Run 1, wiring by layer:
Scale: 3 px per µm. Only two layers are drawn.
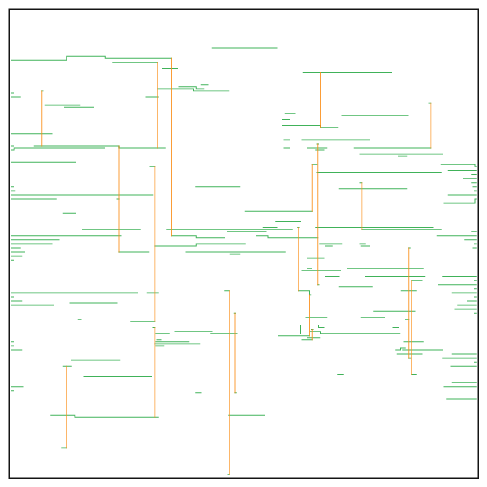
Run 1, the metal 1 layer:
Scale: 4 px per µm. Supply wires on this layer in gray. Cells faint in the background.
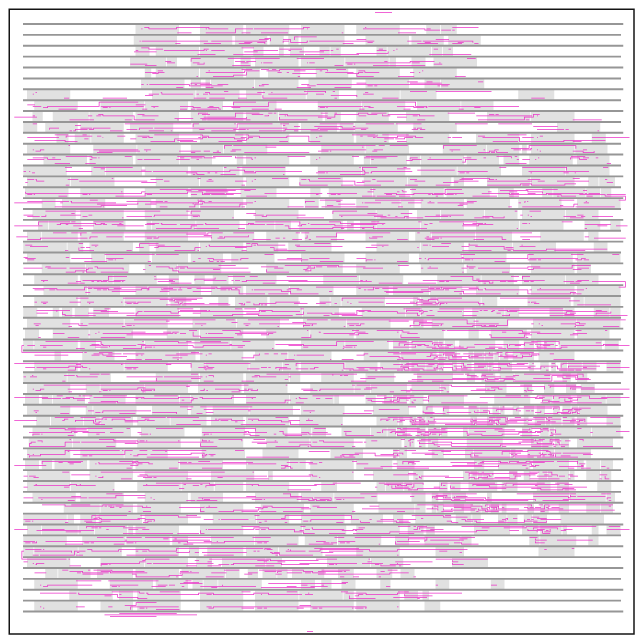
Run 1, congestion heat map:
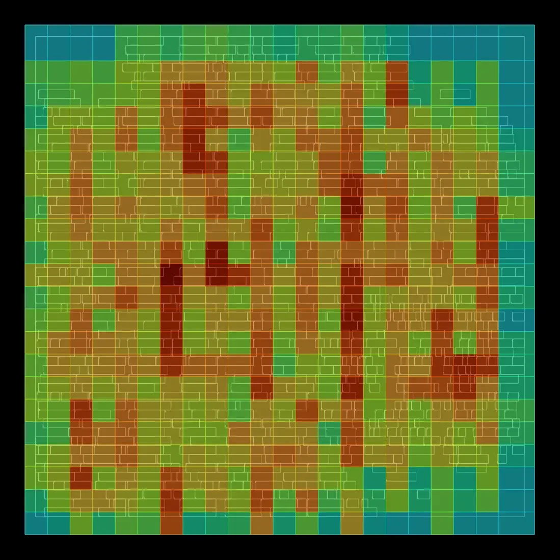
[config.mk]
export PLATFORM = sky130hd
export DESIGN_NAME = rob_commit_ctrl_flat
export DESIGN_NICKNAME = d
export VERILOG_FILES = /design/src/rtl/rob_pkg.sv /design/src/rtl/rob_commit_ctrl_if.sv /design/src/rtl/rob_status_array.sv /design/src/rtl/rob_commit_ctrl.sv /design/src/flat_wrapper.sv
export SDC_FILE = /design/constraint.sdc
export NUM_CORES = 1
export LEC_CHECK = 0
export CORE_MARGIN = 3
export CORE_UTILIZATION = 58
export CTS_CLUSTER_SIZE = 16
export DETAILED_ROUTE_END_ITERATION = 8
export PLACE_DENSITY = 0.79
export SKIP_CTS_REPAIR_TIMING = 1
export SLEW_MARGIN = 5
export SYNTH_ARGS = -nofsm -noshare
export SYNTH_HDL_FRONTEND = slang
export SYNTH_SLANG_ARGS = --single-unit
export TNS_END_PERCENT = 30
[constraint.sdc]
create_clock -name clk_i -period 3.6 [get_ports clk_i]
set_input_delay 0.72 -clock clk_i [delete_from_list [all_inputs] [get_ports clk_i]]
set_output_delay 0.72 -clock clk_i [all_outputs]
set_load 0.05 [all_outputs]
[src/rtl/rob_pkg.sv]
// rtl/rob_pkg.sv - shared reorder-buffer types and default sizes
// Contents:
//   ROB_SIZE, ROB_DATA_W, ROB_REG_W : default geometry, shared with the pointer manager
//   rob_entry_t                     : one ROB entry (valid, done, exc, has_dest, dest, data)
//   commit_state_t                  : retire FSM states {RUN, FLUSH}
package rob_pkg;

    localparam int ROB_SIZE   = 16;
    localparam int ROB_DATA_W = 32;
    localparam int ROB_REG_W  = 5;

    typedef struct packed {
        logic                  valid;
        logic                  done;
        logic                  exc;
        logic                  has_dest;
        logic [ROB_REG_W-1:0]  dest;
        logic [ROB_DATA_W-1:0] data;
    } rob_entry_t;

    typedef enum logic {
        RUN   = 1'b0,
        FLUSH = 1'b1
    } commit_state_t;

endpackage

[src/rtl/rob_commit_ctrl_if.sv]
// rtl/rob_commit_ctrl_if.sv - allocate/writeback/commit bundle of the ROB retire block
// Signals:
//   alloc_*        dispatch-side allocation at the tail
//   wb_*           execution writeback by ROB tag
//   head_i         current head index from the pointer manager
//   commit_*       retire port towards the architectural register file
//   update_head_o  head-advance pulse, flush_o pipeline flush, busy_o any entry valid
// Modports: master = surrounding pipeline, slave = rob_commit_ctrl.
interface rob_commit_if #(
    parameter int ADDR_W = 4,
    parameter int DATA_W = 32,
    parameter int REG_W  = 5
);
    logic              alloc_valid_i;
    logic [ADDR_W-1:0] alloc_tag_i;
    logic [REG_W-1:0]  alloc_dest_i;
    logic              alloc_has_dest_i;
    logic              wb_valid_i;
    logic [ADDR_W-1:0] wb_tag_i;
    logic [DATA_W-1:0] wb_data_i;
    logic              wb_exc_i;
    logic [ADDR_W-1:0] head_i;
    logic              commit_ready_i;
    logic              commit_valid_o;
    logic [ADDR_W-1:0] commit_tag_o;
    logic [REG_W-1:0]  commit_dest_o;
    logic              commit_we_o;
    logic [DATA_W-1:0] commit_data_o;
    logic              update_head_o;
    logic              flush_o;
    logic              busy_o;

    modport master (
        output alloc_valid_i, alloc_tag_i, alloc_dest_i, alloc_has_dest_i,
        output wb_valid_i, wb_tag_i, wb_data_i, wb_exc_i,
        output head_i, commit_ready_i,
        input  commit_valid_o, commit_tag_o, commit_dest_o, commit_we_o,
        input  commit_data_o, update_head_o, flush_o, busy_o
    );

    modport slave (
        input  alloc_valid_i, alloc_tag_i, alloc_dest_i, alloc_has_dest_i,
        input  wb_valid_i, wb_tag_i, wb_data_i, wb_exc_i,
        input  head_i, commit_ready_i,
        output commit_valid_o, commit_tag_o, commit_dest_o, commit_we_o,
        output commit_data_o, update_head_o, flush_o, busy_o
    );
endinterface

[src/rtl/rob_status_array.sv]
// rtl/rob_status_array.sv - ROB entry storage with alloc/writeback/clear write ports and a head read port
// Ports:
//   clk, rst_n                     clock, async active-low reset (clears valid/done/exc)
//   alloc_en/idx/dest/has_dest     allocate an entry: valid=1, done=0, exc=0
//   wb_en/idx/data/exc             complete a valid entry: done=1, data and exc captured
//   clr_en/idx                     retire an entry: valid=0
//   flush_en                       clear every entry
//   head_idx -> head_*             combinational read of the head entry
//   any_valid                      OR of all valid bits
module rob_status_array
    import rob_pkg::*;
#(
    parameter int DEPTH  = ROB_SIZE,
    parameter int IDX_W  = $clog2(DEPTH),
    parameter int DATA_W = ROB_DATA_W,
    parameter int REG_W  = ROB_REG_W
) (
    input  logic              clk,
    input  logic              rst_n,
    input  logic              alloc_en,
    input  logic [IDX_W-1:0]  alloc_idx,
    input  logic [REG_W-1:0]  alloc_dest,
    input  logic              alloc_has_dest,
    input  logic              wb_en,
    input  logic [IDX_W-1:0]  wb_idx,
    input  logic [DATA_W-1:0] wb_data,
    input  logic              wb_exc,
    input  logic              clr_en,
    input  logic [IDX_W-1:0]  clr_idx,
    input  logic              flush_en,
    input  logic [IDX_W-1:0]  head_idx,
    output logic              head_valid,
    output logic              head_done,
    output logic              head_exc,
    output logic              head_has_dest,
    output logic [REG_W-1:0]  head_dest,
    output logic [DATA_W-1:0] head_data,
    output logic              any_valid
);
    logic [DEPTH-1:0]  valid_q, done_q, exc_q, has_dest_q;
    logic [REG_W-1:0]  dest_q [DEPTH];
    logic [DATA_W-1:0] data_q [DEPTH];

    logic [DEPTH-1:0]  alloc_hit, wb_hit, clr_hit;

    // Writebacks only land on entries that are currently valid.
    always_comb begin
        alloc_hit = '0;
        wb_hit    = '0;
        clr_hit   = '0;
        for (int i = 0; i < DEPTH; i++) begin
            alloc_hit[i] = alloc_en && (alloc_idx == IDX_W'(i));
            wb_hit[i]    = wb_en && (wb_idx == IDX_W'(i)) && valid_q[i];
            clr_hit[i]   = clr_en && (clr_idx == IDX_W'(i));
        end
    end

    // Priority per entry: flush > alloc > retire-clear > writeback.
    always_ff @(posedge clk or negedge rst_n) begin
        if (!rst_n) begin
            valid_q <= '0;
            done_q  <= '0;
            exc_q   <= '0;
        end else if (flush_en) begin
            valid_q <= '0;
            done_q  <= '0;
            exc_q   <= '0;
        end else begin
            for (int i = 0; i < DEPTH; i++) begin
                if (alloc_hit[i]) begin
                    valid_q[i] <= 1'b1;
                    done_q[i]  <= 1'b0;
                    exc_q[i]   <= 1'b0;
                end else if (clr_hit[i]) begin
                    valid_q[i] <= 1'b0;
                    done_q[i]  <= 1'b0;
                    exc_q[i]   <= 1'b0;
                end else if (wb_hit[i]) begin
                    done_q[i]  <= 1'b1;
                    exc_q[i]   <= wb_exc;
                end
            end
        end
    end

    // Payload is only meaningful while valid/done say so, hence no reset.
    always_ff @(posedge clk) begin
        for (int i = 0; i < DEPTH; i++) begin
            if (alloc_hit[i]) begin
                dest_q[i]     <= alloc_dest;
                has_dest_q[i] <= alloc_has_dest;
            end
            if (wb_hit[i] && !alloc_hit[i]) begin
                data_q[i] <= wb_data;
            end
        end
    end

    assign head_valid    = valid_q[head_idx];
    assign head_done     = done_q[head_idx];
    assign head_exc      = exc_q[head_idx];
    assign head_has_dest = has_dest_q[head_idx];
    assign head_dest     = dest_q[head_idx];
    assign head_data     = data_q[head_idx];
    assign any_valid     = |valid_q;

endmodule

[src/rtl/rob_commit_ctrl.sv]
// rtl/rob_commit_ctrl.sv - ROB retire controller: in-order commit, head advance, exception flush
// Ports:
//   clk_i            clock, rising edge
//   reset_n_i        asynchronous active-low reset
//   rob_if (slave)   alloc_*, wb_*, head_i, commit_ready_i in;
//                    commit_valid/tag/dest/we/data_o, update_head_o, flush_o, busy_o out
//   retired_count_o  (ROB_COMMIT_STATS_EN only) 32-bit wrapping count of head advances
//   flush_count_o    (ROB_COMMIT_STATS_EN only) 16-bit saturating count of flush cycles
// Build option: define ROB_COMMIT_STATS_EN to add the two statistics counters.
module rob_commit_ctrl
    import rob_pkg::*;
#(
    parameter int ROBsize  = ROB_SIZE,
    parameter int addrSize = $clog2(ROBsize),
    parameter int DATA_W   = ROB_DATA_W,
    parameter int REG_W    = ROB_REG_W
) (
    input  logic        clk_i,
    input  logic        reset_n_i,
    rob_commit_if.slave rob_if
`ifdef ROB_COMMIT_STATS_EN
    ,
    output logic [31:0] retired_count_o,
    output logic [15:0] flush_count_o
`endif
);
    commit_state_t     state_q, state_d;
    logic              in_run, in_flush;
    logic              commit_valid, update_head;
    logic              head_valid, head_done, head_exc, head_has_dest;
    logic [REG_W-1:0]  head_dest;
    logic [DATA_W-1:0] head_data;
    logic              any_valid;

    assign in_run   = (state_q == RUN);
    assign in_flush = (state_q == FLUSH);

    rob_status_array #(
        .DEPTH  (ROBsize),
        .IDX_W  (addrSize),
        .DATA_W (DATA_W),
        .REG_W  (REG_W)
    ) u_status (
        .clk            (clk_i),
        .rst_n          (reset_n_i),
        .alloc_en       (rob_if.alloc_valid_i & in_run),
        .alloc_idx      (rob_if.alloc_tag_i),
        .alloc_dest     (rob_if.alloc_dest_i),
        .alloc_has_dest (rob_if.alloc_has_dest_i),
        .wb_en          (rob_if.wb_valid_i & in_run),
        .wb_idx         (rob_if.wb_tag_i),
        .wb_data        (rob_if.wb_data_i),
        .wb_exc         (rob_if.wb_exc_i),
        .clr_en         (update_head),
        .clr_idx        (rob_if.head_i),
        .flush_en       (in_flush),
        .head_idx       (rob_if.head_i),
        .head_valid     (head_valid),
        .head_done      (head_done),
        .head_exc       (head_exc),
        .head_has_dest  (head_has_dest),
        .head_dest      (head_dest),
        .head_data      (head_data),
        .any_valid      (any_valid)
    );

    always_ff @(posedge clk_i or negedge reset_n_i) begin
        if (!reset_n_i) begin
            state_q <= RUN;
        end else begin
            state_q <= state_d;
        end
    end

    // A completed head either retires or, if it faulted, sends us to a
    // single FLUSH cycle that wipes every entry.
    always_comb begin
        state_d      = state_q;
        commit_valid = 1'b0;
        case (state_q)
            RUN: begin
                if (head_valid && head_done) begin
                    if (head_exc) begin
                        state_d = FLUSH;
                    end else begin
                        commit_valid = 1'b1;
                    end
                end
            end
            FLUSH:   state_d = RUN;
            default: state_d = RUN;
        endcase
    end

    assign update_head = commit_valid & rob_if.commit_ready_i;

    assign rob_if.commit_valid_o = commit_valid;
    assign rob_if.commit_tag_o   = rob_if.head_i;
    assign rob_if.commit_dest_o  = head_dest;
    assign rob_if.commit_we_o    = commit_valid & head_has_dest;
    assign rob_if.commit_data_o  = head_data;
    assign rob_if.update_head_o  = update_head;
    assign rob_if.flush_o        = in_flush;
    assign rob_if.busy_o         = any_valid;

`ifdef ROB_COMMIT_STATS_EN
    always_ff @(posedge clk_i or negedge reset_n_i) begin
        if (!reset_n_i) begin
            retired_count_o <= '0;
            flush_count_o   <= '0;
        end else begin
            if (update_head) begin
                retired_count_o <= retired_count_o + 32'd1;
            end
            if (in_flush && (flush_count_o != 16'hFFFF)) begin
                flush_count_o <= flush_count_o + 16'd1;
            end
        end
    end
`endif

endmodule

[src/flat_wrapper.sv]
// flat-port wrapper written by rule: the top's interface ports become plain ports
module rob_commit_ctrl_flat import rob_pkg::*;
#(
    parameter int ROBsize  = ROB_SIZE,
    parameter int addrSize = $clog2(ROBsize),
    parameter int DATA_W   = ROB_DATA_W,
    parameter int REG_W    = ROB_REG_W
)
  (clk_i, reset_n_i, rob_if_alloc_valid_i, rob_if_alloc_tag_i, rob_if_alloc_dest_i, rob_if_alloc_has_dest_i, rob_if_wb_valid_i, rob_if_wb_tag_i, rob_if_wb_data_i, rob_if_wb_exc_i, rob_if_head_i, rob_if_commit_ready_i, rob_if_commit_valid_o, rob_if_commit_tag_o, rob_if_commit_dest_o, rob_if_commit_we_o, rob_if_commit_data_o, rob_if_update_head_o, rob_if_flush_o, rob_if_busy_o);
  rob_commit_if #(.ADDR_W(3), .DATA_W(DATA_W), .REG_W(REG_W)) rob_if_i ();
  input  logic clk_i;
  input  logic reset_n_i;
  input wire logic [$bits(rob_if_i.alloc_valid_i)-1:0] rob_if_alloc_valid_i;
  input wire logic [$bits(rob_if_i.alloc_tag_i)-1:0] rob_if_alloc_tag_i;
  input wire logic [$bits(rob_if_i.alloc_dest_i)-1:0] rob_if_alloc_dest_i;
  input wire logic [$bits(rob_if_i.alloc_has_dest_i)-1:0] rob_if_alloc_has_dest_i;
  input wire logic [$bits(rob_if_i.wb_valid_i)-1:0] rob_if_wb_valid_i;
  input wire logic [$bits(rob_if_i.wb_tag_i)-1:0] rob_if_wb_tag_i;
  input wire logic [$bits(rob_if_i.wb_data_i)-1:0] rob_if_wb_data_i;
  input wire logic [$bits(rob_if_i.wb_exc_i)-1:0] rob_if_wb_exc_i;
  input wire logic [$bits(rob_if_i.head_i)-1:0] rob_if_head_i;
  input wire logic [$bits(rob_if_i.commit_ready_i)-1:0] rob_if_commit_ready_i;
  output wire logic [$bits(rob_if_i.commit_valid_o)-1:0] rob_if_commit_valid_o;
  output wire logic [$bits(rob_if_i.commit_tag_o)-1:0] rob_if_commit_tag_o;
  output wire logic [$bits(rob_if_i.commit_dest_o)-1:0] rob_if_commit_dest_o;
  output wire logic [$bits(rob_if_i.commit_we_o)-1:0] rob_if_commit_we_o;
  output wire logic [$bits(rob_if_i.commit_data_o)-1:0] rob_if_commit_data_o;
  output wire logic [$bits(rob_if_i.update_head_o)-1:0] rob_if_update_head_o;
  output wire logic [$bits(rob_if_i.flush_o)-1:0] rob_if_flush_o;
  output wire logic [$bits(rob_if_i.busy_o)-1:0] rob_if_busy_o;
  assign rob_if_i.alloc_valid_i = rob_if_alloc_valid_i;
  assign rob_if_i.alloc_tag_i = rob_if_alloc_tag_i;
  assign rob_if_i.alloc_dest_i = rob_if_alloc_dest_i;
  assign rob_if_i.alloc_has_dest_i = rob_if_alloc_has_dest_i;
  assign rob_if_i.wb_valid_i = rob_if_wb_valid_i;
  assign rob_if_i.wb_tag_i = rob_if_wb_tag_i;
  assign rob_if_i.wb_data_i = rob_if_wb_data_i;
  assign rob_if_i.wb_exc_i = rob_if_wb_exc_i;
  assign rob_if_i.head_i = rob_if_head_i;
  assign rob_if_i.commit_ready_i = rob_if_commit_ready_i;
  assign rob_if_commit_valid_o = rob_if_i.commit_valid_o;
  assign rob_if_commit_tag_o = rob_if_i.commit_tag_o;
  assign rob_if_commit_dest_o = rob_if_i.commit_dest_o;
  assign rob_if_commit_we_o = rob_if_i.commit_we_o;
  assign rob_if_commit_data_o = rob_if_i.commit_data_o;
  assign rob_if_update_head_o = rob_if_i.update_head_o;
  assign rob_if_flush_o = rob_if_i.flush_o;
  assign rob_if_busy_o = rob_if_i.busy_o;
  rob_commit_ctrl #(.ROBsize(ROBsize), .addrSize(addrSize), .DATA_W(DATA_W), .REG_W(REG_W)) u_core (.clk_i(clk_i), .reset_n_i(reset_n_i), .rob_if(rob_if_i));
endmodule
==> metrics.sh, run 1 <==
OUTCOME='finished, final reports clean'
GRT_START_MAX_NET_PINS=38
WORSTREGTOREGCELLS=5
SEQUENTIAL_CELL_TOTAL=329
HIGHEST_LAYER='met4'
CTS_TREE='yes'
LARGEST-REGISTER='u_core.u_status.data_q'
YOSYSCELLCOUNT=616
TOTAL_LEAKAGE_POWER_nW=5.28
FIN_CRIT_SH_PCT=89.5
POWER_mW=9.21
SYNTH_FLOPS=329
VIASPERCELL=6.27
CLOCK_BUFFER_COUNT=36
TIMING.RR.START='u_core.rob_if.flush_o'
FIN_NETS=800
GP_CONGESTION=0.854
DIEAREA_MM2=0.0243
DRIVE_GT1_SHARE_PCT=33.9
MI_LOGIC_AREA_MM2=0.00312
N_ALL_BUFFERS=127
NUMBER_OF_GLOBAL_ROUTE_VIAS_BEFORE_REPAIR=7057
DP_HPWL_UM=15500
SEQ_AREA_SHARE_PCT=62.4
DRT-INITIAL-DRC-COUNT=445
INVERTERS=10
MET2_LENGTH_UM=14100
WORST_PIN_SLEW_NS=0.845
SLEW_VIOLS_FINAL=0
GRT-OVFL-TOTAL=0
GROUTE.LAYER.MET3.USAGE_PCT=4.30
CTS.CLK_SLEW.WORST_PATHS_NS=0.06
POWER.DENSITY_CELL_AREA_mW_PER_MM2=590
LAYOUT.CELLS.LARGEST_CLASS='registers'
POST_SYNTH_FA_HA_MAJ_AREA_FRACTION_PCT=0
STARTPOINT_TYPE='input port'
SYNTHESIS.AREA_PER_INSTANCE_UM2=21.1
AREA.GROWTH.SYNTH_TO_FINAL_PCT=20.0
CRIT_PATH_END='rob_if_commit_data_o[11]'
-- 'wiring by layer' (at the start) --
Key: M4 = orange [wire length 556 µm]; M3 = green [wire length 1620 µm]
total wire length after detailed routing: 27400 µm
WL per Instance: 26.0 µm
Total Routing Usage GR: 23.2%

-- 'the metal 1 layer' (at the start) --
The wires run mostly horizontal. The layer holds 40% of the routed length.
routed vias: 6601
met1 demand-to-capacity share in global routing: 31.8%

-- 'congestion heat map' (at the start) --
Layout Utilization: 71.1%
global routing met2 resource utilization: 38.9%
highest-utilization routing layer at the global route stage: met2

==> run 2, diff against run 1 <==
--- a/config.mk
+++ b/config.mk
@@ -5,6 +5,7 @@
 export SDC_FILE = /design/constraint.sdc
 export NUM_CORES = 1
 export LEC_CHECK = 0
+export ABC_CLOCK_PERIOD_IN_PS = 3600
 export CORE_MARGIN = 3
 export CORE_UTILIZATION = 58
 export CTS_CLUSTER_SIZE = 16
Run 2, met4 routing:
Scale: 3 px per µm. Supply wires on this layer in gray.
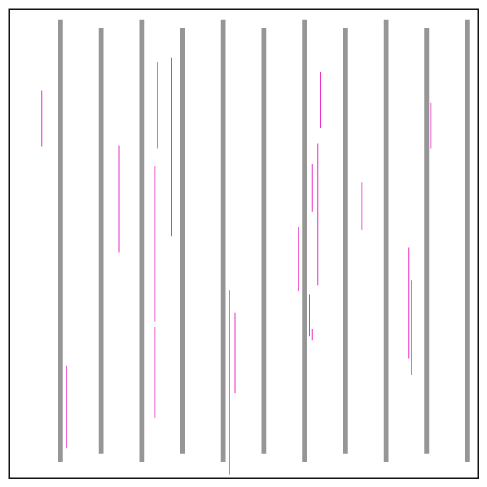
The layer holds 2.0% of the routed length. The layer carries 556 µm of wire.

==> run 2 against run 1 <==
Utilization unchanged. Critical path depth unchanged. Non-clock buffer count unchanged. Synthesized area unchanged. Sequential share of layout area unchanged. Total power unchanged. Clock-buffer cell count unchanged. Critical path type unchanged.
==> metrics.sh, run 2 <==
OUTCOME='finished, final reports clean'
SYNTH_FLOPS=329  # unchanged
CLOCK_BUFFER_COUNT=36  # unchanged
FIN_CRIT_SH_PCT=89.5  # unchanged
WORSTREGTOREGCELLS=5  # unchanged
DIEAREA_MM2=0.0243  # unchanged
POWER.DENSITY_CELL_AREA_mW_PER_MM2=590  # unchanged
GROUTE.LAYER.MET2.USAGE_PCT=38.9  # unchanged
AREA.GROWTH.SYNTH_TO_FINAL_PCT=20.0  # unchanged
GLOBAL_ROUTE.PEAK_USAGE_LAYER='met2'
SEQ_AREA_SHARE_PCT=62.4  # unchanged
N_ALL_BUFFERS=127  # unchanged
HIGHEST_LAYER='met4'
DRIVE_GT1_SHARE_PCT=33.9  # unchanged
CRIT_PATH_END='rob_if_commit_data_o[11]'
DP_HPWL_UM=15500  # unchanged
ROUTE.VIAS.TOTAL=6601  # unchanged
TOTAL_LEAKAGE_POWER_nW=5.28  # unchanged
SYNTHESIS.AREA_PER_INSTANCE_UM2=21.1  # unchanged
NUMBER_OF_GLOBAL_ROUTE_VIAS_BEFORE_REPAIR=7057  # unchanged
MET2_LENGTH_UM=14100  # unchanged
TIMING.RR.START='u_core.rob_if.flush_o'
GP_CONGESTION=0.854  # unchanged
GRT-OVFL-TOTAL=0  # unchanged
UTILIZATION_PCT=71.1  # unchanged
CTS.CLK_SLEW.WORST_PATHS_NS=0.06  # about the same
LAYOUT.CELLS.LARGEST_CLASS='registers'
LARGEST-REGISTER='u_core.u_status.data_q'
Run 2, where the registers sit:
Scale: 3 px per µm. Other sequential cells in the stronger gray, the rest of the logic in the fainter gray.
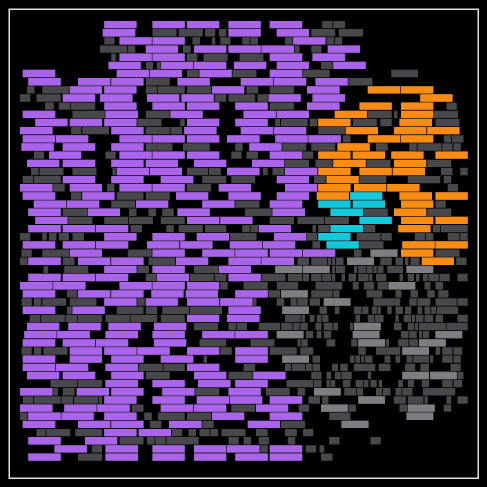
Key: u_core.u_status.has_dest_q = cyan [sequential cells 8, where east]; u_core.u_status.data_q = purple [sequential cells 256]; u_core.u_status.dest_q = orange [sequential cells 40]

==> run 3, diff against run 2 <==
--- a/config.mk
+++ b/config.mk
@@ -6,11 +6,13 @@
 export NUM_CORES = 1
 export LEC_CHECK = 0
 export ABC_CLOCK_PERIOD_IN_PS = 3600
+export CAP_MARGIN = 0
 export CORE_MARGIN = 3
 export CORE_UTILIZATION = 58
+export CTS_CLUSTER_DIAMETER = 60
 export CTS_CLUSTER_SIZE = 16
 export DETAILED_ROUTE_END_ITERATION = 8
-export PLACE_DENSITY = 0.79
+export PLACE_DENSITY = 0.83
 export SKIP_CTS_REPAIR_TIMING = 1
 export SLEW_MARGIN = 5
 export SYNTH_ARGS = -nofsm -noshare
Run 3, the metal 1 layer:
Scale: 4 px per µm. Supply wires on this layer in gray. Cells faint in the background.
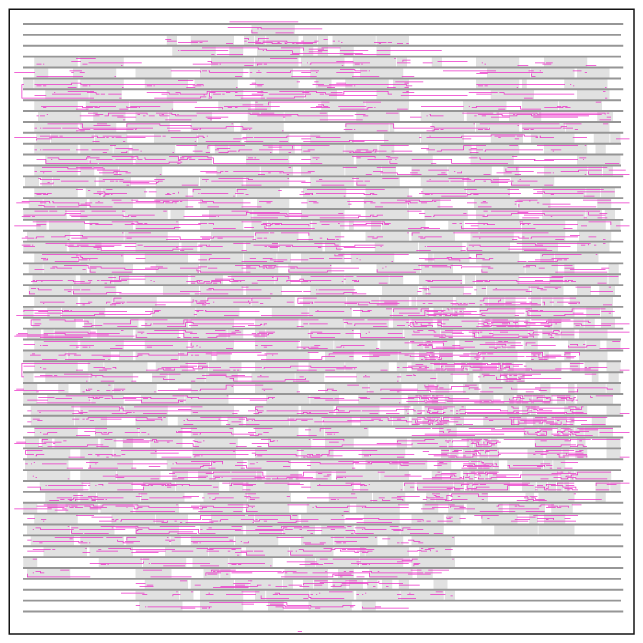
736 nets have wire on it. The layer holds 41% of the routed length. The longest straight run is 63.9 µm.
met1 demand-to-capacity share in global routing: 30.4%
routed vias: 6480
total wire length after detailed routing: 26300 µm

==> run 3 against run 2 <==
Sequential share of layout area grew 1.5 points. Clock power shrank 24%. Global-route usage shrank 1.3 points. Sequential power is essentially flat. Cell count shrank 2.7%. Total power shrank 9.4%. Critical path depth is the same. Combinational power is essentially flat. Clock-buffer cell count shrank 6. Critical endpoint is now rob_if_commit_data_o[8].
==> metrics.sh, run 3 <==
NUMBER_OF_GLOBAL_ROUTE_VIAS_BEFORE_REPAIR=6887  # -2.4%
CRIT_PATH_END='rob_if_commit_data_o[8]'
CPMAXSTAGEDELAYCELL='sky130_fd_sc_hd__buf_4'
TIMING.RR.START='u_core.rob_if.flush_o'
CTS.CLK_SLEW.WORST_PATHS_NS=0.06  # about the same
FIN_CRIT_SH_PCT=90.2  # +0.67 points
UTILIZATION_PCT=69.5  # -1.6 points
SEQ_AREA_SHARE_PCT=63.9  # +1.5 points
HOLDCRITSTARTPOINT='u_core.u_status.done_q[0]'
DP_HPWL_UM=15700  # +0.84%
MET2_LENGTH_UM=13600  # -3.5%
LAYOUT.NONCLK_BUF_SHARE_PCT=8.04
GRT-OVFL-TOTAL=0  # unchanged
GROUTE.LAYER.MET2.USAGE_PCT=37.6  # -1.3 points
POWER.DENSITY_CELL_AREA_mW_PER_MM2=547  # -7.2%
SYNTH_FLOPS=329  # unchanged
GLOBAL_ROUTE.PEAK_USAGE_LAYER='met2'
PATH_CLASS='input port to primary output'
TOTAL_LEAKAGE_POWER_nW=5.07  # -3.9%
COMPOUND_AREA_SHARE_PCT=2.43
DRT-INITIAL-DRC-COUNT=408
SYNTHESIS.NETS=669
DRIVE_GT1_SHARE_PCT=31.6  # -2.4 points
SYNTH.YOSYS.CHIP_AREA_MM2=0.0130
CLOCK_BUFFER_COUNT=30  # -17%
DIEAREA_MM2=0.0243  # unchanged
WORSTREGTOREGCELLS=5  # unchanged
OUTCOME='finished, final reports clean'
LAYOUT.CELLS.LARGEST_CLASS='registers'
LARGEST-REGISTER='u_core.u_status.data_q'
N_ALL_BUFFERS=124  # -2.4%
GP_CONGESTION=0.845  # -0.96%
SYNTHESIS.AREA_PER_INSTANCE_UM2=21.1  # unchanged
COMBPWRFRAC_PCT=13.3
HIGHEST_LAYER='met5'
CTS_TREE='yes'
LARGEST_FANOUT_OF_ANY_NET_ON_THE_CRITICAL_PATH=44
AREA.GROWTH.SYNTH_TO_FINAL_PCT=17.2
SIMPLE_GATE_AREA_SHARE_PCT=3.58
POSTPLACECELLAREA_MM2=0.0145
GROUTE.LAYER.MET3.USAGE_PCT=4.02
REGISTER_AREA_MM2=0.00975
Run 3, where the registers sit:
Scale: 3 px per µm. Other sequential cells in the stronger gray, the rest of the logic in the fainter gray.
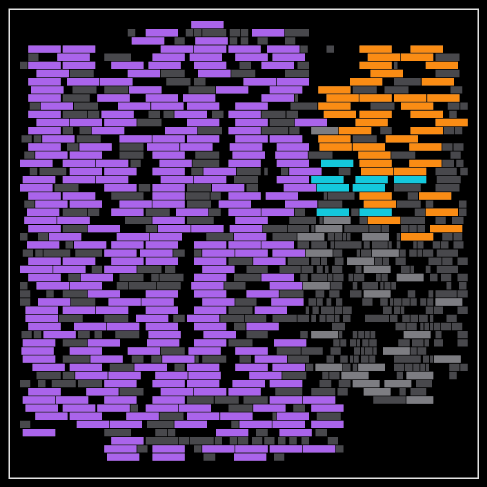
Key: u_core.u_status.dest_q = orange [sequential cells 40, where north-east]; u_core.u_status.has_dest_q = cyan [sequential cells 8]; u_core.u_status.data_q = purple [sequential cells 256]

No activity file was given, so power comes from the tool's default toggle rates.
